[src/rtl/event_packetizer.sv]
// Event packetizer: captures arbiter grants as {timestamp, y, x} events into a show-ahead FIFO.
// Optional timestamp counter enabled by defining EVT_TIMESTAMP_EN; otherwise the TS field reads 0.
module event_packetizer #(
    parameter int unsigned ADDR_W     = 4,
    parameter int unsigned TS_W       = 16,
    parameter int unsigned FIFO_DEPTH = 8
) (
    input  logic                         clk_i,
    input  logic                         reset_i,
    input  logic                         active_i,
    input  logic [ADDR_W-1:0]            x_add_i,
    input  logic [ADDR_W-1:0]            y_add_i,
    output logic                         ack_o,
    output logic                         evt_valid_o,
    input  logic                         evt_ready_i,
    output logic [2*ADDR_W+TS_W-1:0]     evt_data_o,
    output logic [$clog2(FIFO_DEPTH):0]  fifo_count_o,
    output logic                         stall_o
);

    localparam int unsigned PTR_W = $clog2(FIFO_DEPTH);
    localparam int unsigned CNT_W = PTR_W + 1;
    localparam int unsigned EVT_W = 2*ADDR_W + TS_W;

    typedef enum logic [1:0] {
        IDLE,
        ACK,
        HOLD
    } state_e;

    state_e              state_q;
    logic                ack_q;
    logic [PTR_W-1:0]    wr_ptr_q, wr_ptr_d;
    logic [PTR_W-1:0]    rd_ptr_q, rd_ptr_d;
    logic [CNT_W-1:0]    count_q, count_d;
    logic [EVT_W-1:0]    mem_q [FIFO_DEPTH];
    logic [TS_W-1:0]     ts_val;
    logic                full, push, pop;

`ifdef EVT_TIMESTAMP_EN
    logic [TS_W-1:0]     ts_q;

    always_ff @(posedge clk_i) begin
        if (reset_i) begin
            ts_q <= '0;
        end else begin
            ts_q <= ts_q + TS_W'(1);
        end
    end

    assign ts_val = ts_q;
`else
    assign ts_val = '0;
`endif

    // Full check uses the registered count, so a same-cycle pop never frees a slot early.
    assign full         = (count_q == CNT_W'(FIFO_DEPTH));
    assign push         = (state_q == IDLE) && active_i && !full;
    assign pop          = evt_valid_o && evt_ready_i;
    assign evt_valid_o  = (count_q != '0);
    assign stall_o      = (state_q == IDLE) && active_i && full;
    assign fifo_count_o = count_q;
    assign ack_o        = ack_q;
    assign evt_data_o   = mem_q[rd_ptr_q];

    always_comb begin
        wr_ptr_d = wr_ptr_q;
        rd_ptr_d = rd_ptr_q;
        count_d  = count_q;
        if (push) begin
            wr_ptr_d = wr_ptr_q + PTR_W'(1);
        end
        if (pop) begin
            rd_ptr_d = rd_ptr_q + PTR_W'(1);
        end
        unique case ({push, pop})
            2'b10:   count_d = count_q + CNT_W'(1);
            2'b01:   count_d = count_q - CNT_W'(1);
            default: count_d = count_q;
        endcase
    end

    always_ff @(posedge clk_i) begin
        if (reset_i) begin
            wr_ptr_q <= '0;
            rd_ptr_q <= '0;
            count_q  <= '0;
        end else begin
            wr_ptr_q <= wr_ptr_d;
            rd_ptr_q <= rd_ptr_d;
            count_q  <= count_d;
        end
    end

    always_ff @(posedge clk_i) begin
        if (push && !reset_i) begin
            mem_q[wr_ptr_q] <= {ts_val, y_add_i, x_add_i};
        end
    end

    // One grant yields one event: after capture, wait for the grant to drop before re-arming.
    always_ff @(posedge clk_i) begin
        if (reset_i) begin
            state_q <= IDLE;
            ack_q   <= 1'b0;
        end else begin
            ack_q <= 1'b0;
            unique case (state_q)
                IDLE: begin
                    if (push) begin
                        state_q <= ACK;
                        ack_q   <= 1'b1;
                    end
                end
                ACK: begin
                    state_q <= HOLD;
                end
                HOLD: begin
                    if (!active_i) begin
                        state_q <= IDLE;
                    end
                end
                default: begin
                    state_q <= IDLE;
                end
            endcase
        end
    end

endmodule

[config.mk]
export PLATFORM = sky130hd
export DESIGN_NAME = event_packetizer
export DESIGN_NICKNAME = d
export VERILOG_FILES = /design/src/rtl/event_packetizer.sv
export SDC_FILE = /design/constraint.sdc
export NUM_CORES = 1
export LEC_CHECK = 0
export ABC_AREA = 1
export CORE_MARGIN = 4
export CORE_UTILIZATION = 55
export CTS_CLUSTER_SIZE = 40
export DETAILED_ROUTE_END_ITERATION = 6
export PLACE_DENSITY = 0.79
export RECOVER_POWER = 100
export SYNTH_ARGS = -nofsm -noshare
export SYNTH_HDL_FRONTEND = slang
export SYNTH_SLANG_ARGS = --single-unit
export TNS_END_PERCENT = 30
[constraint.sdc]
create_clock -name clk_i -period 2.29 [get_ports clk_i]
set_clock_uncertainty 0.2 [all_clocks]
set_input_delay 0.458 -clock clk_i [delete_from_list [all_inputs] [get_ports clk_i]]
set_output_delay 0.458 -clock clk_i [all_outputs]
set_load 0.01 [all_outputs]
Figure 1. Clock distribution.
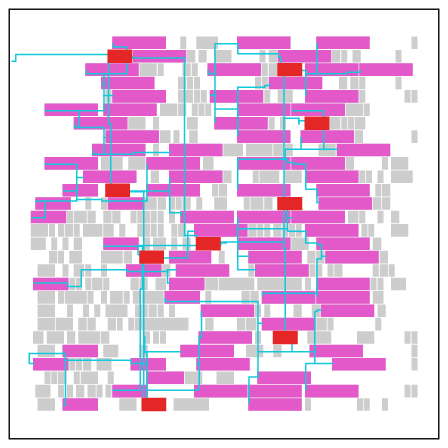
[magenta] flip-flops | count: 80
[cyan] clock wires | length: 889 um
[red] clock-net drivers | count: 9
routed clock nets: 10
flops lie: all over the die
Late-Pin Clk Latency: 0.34 ns
Clock Power Share: 23.2%

Figure 2. Routing congestion.
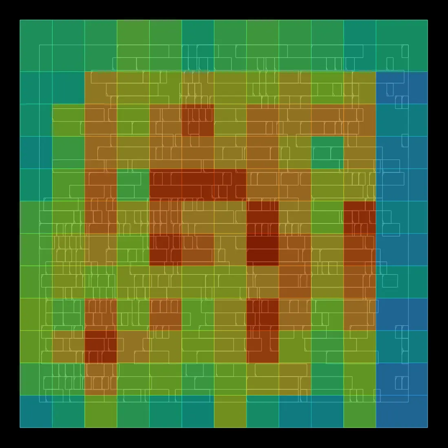
Global Route Usage Sum: 19.4%
met1 Resource Use GR: 24.8%
met2 Use GR: 31.5%
met3 Usage GRT: 3.22%

Figure 3. Placed cells, one colour a class.
Bar = 20 um.
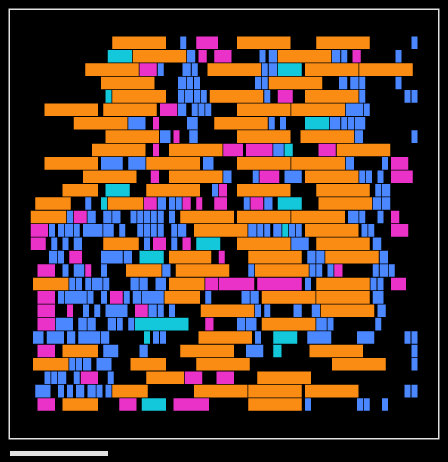
| colour | class | cells | share of their area |
|---|---|---|---|
| orange | registers | 80 | 57% |
| cyan | clock drivers and dummy loads | 16 | 4.5% |
| magenta | remaining buffers and delay cells | 53 | 12% |
| blue | remaining logic cells | 213 | 27% |

Figure 4. Floorplan with the power grid.
Pins as bars on the die edge. Tap cells in grey.
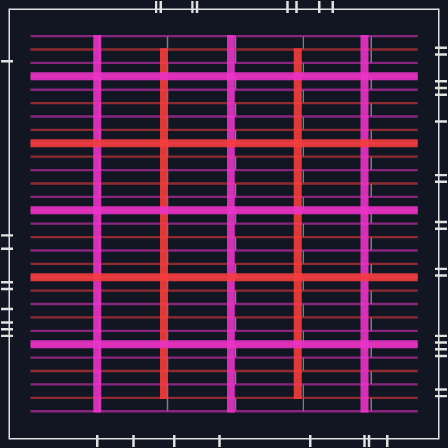
| colour | net |
|---|---|
| red | VDD |
| magenta | VSS |
met1 rails: 29
signal pins: 43
met5 straps: 5
core box area: 0.00599 mm^2
peak supply drop: 0.000779 V
Die X: 86.9 um

Figure 5. Where the registers sit.
Other sequential cells in the stronger grey, the rest of the logic in the fainter grey.
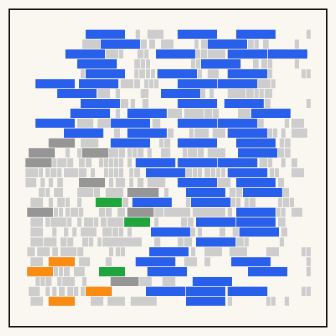
| colour | signal | placed flops |
|---|---|---|
| green | rd_ptr_q | 3 |
| orange | fifo_count_o | 4 |
| blue | mem_q | 64 |
Layout Utilization: 67.3%
register area: 0.00225 mm^2
Seq. pwr: 1.79 mW

==> GITHUB_STEP_SUMMARY <==
## Implementation flow summary

| Metric | Value |
|---|---|
| Status | complete, but fails checks |
| Violated checks | setup timing |
| Cts hold-fix bufs | 0 |
| Max-area cell class | flip-flops and latches |
| Row count | 28 |
| Clk root buf | clkbuf_8 |
| Routed Antenna Nets | 0 |
| Top sig layer | met4 |
| Floorplan core density | 57.2% |
| Final non-clock buffer share | 11.5% |
| Sw Pwr | 1.35 mW |
| Pwr Total | between 4 and 5 mW |
| Final setup fails | 1 |
| Yosys stat area | 0.00342 mm^2 |
| Placed cells | 420 |
| Delay-heaviest family, CP | buffers and inverters |
| Dominant cell area share | 56.1% |
| Top Consumer | sequential cells |
| Setup slack after layout | -0.0364 ns |
| Invs w/o clock | 20 |
| IO Port Bufs | 26 |
| Post-CTS sizing | 15 |
| Clk pwr | 962 uW |
| Top reg by flops | mem_q |
| Busiest layer in global routing | met2 |
| Worst Hold Path EP | rd_ptr_q[0]$_SDFFE_PP0P_ |
| Filler Cells Inserted | 458 |
| CTS Buf Count | 9 |
| Logic area | 972 um^2 |
| Top-count cell post-synth | edfxtp_1 |
| Post-Synthesis Cell Area | 0.00342 mm^2 |
No activity file was given, so power comes from the tool's default toggle rates.
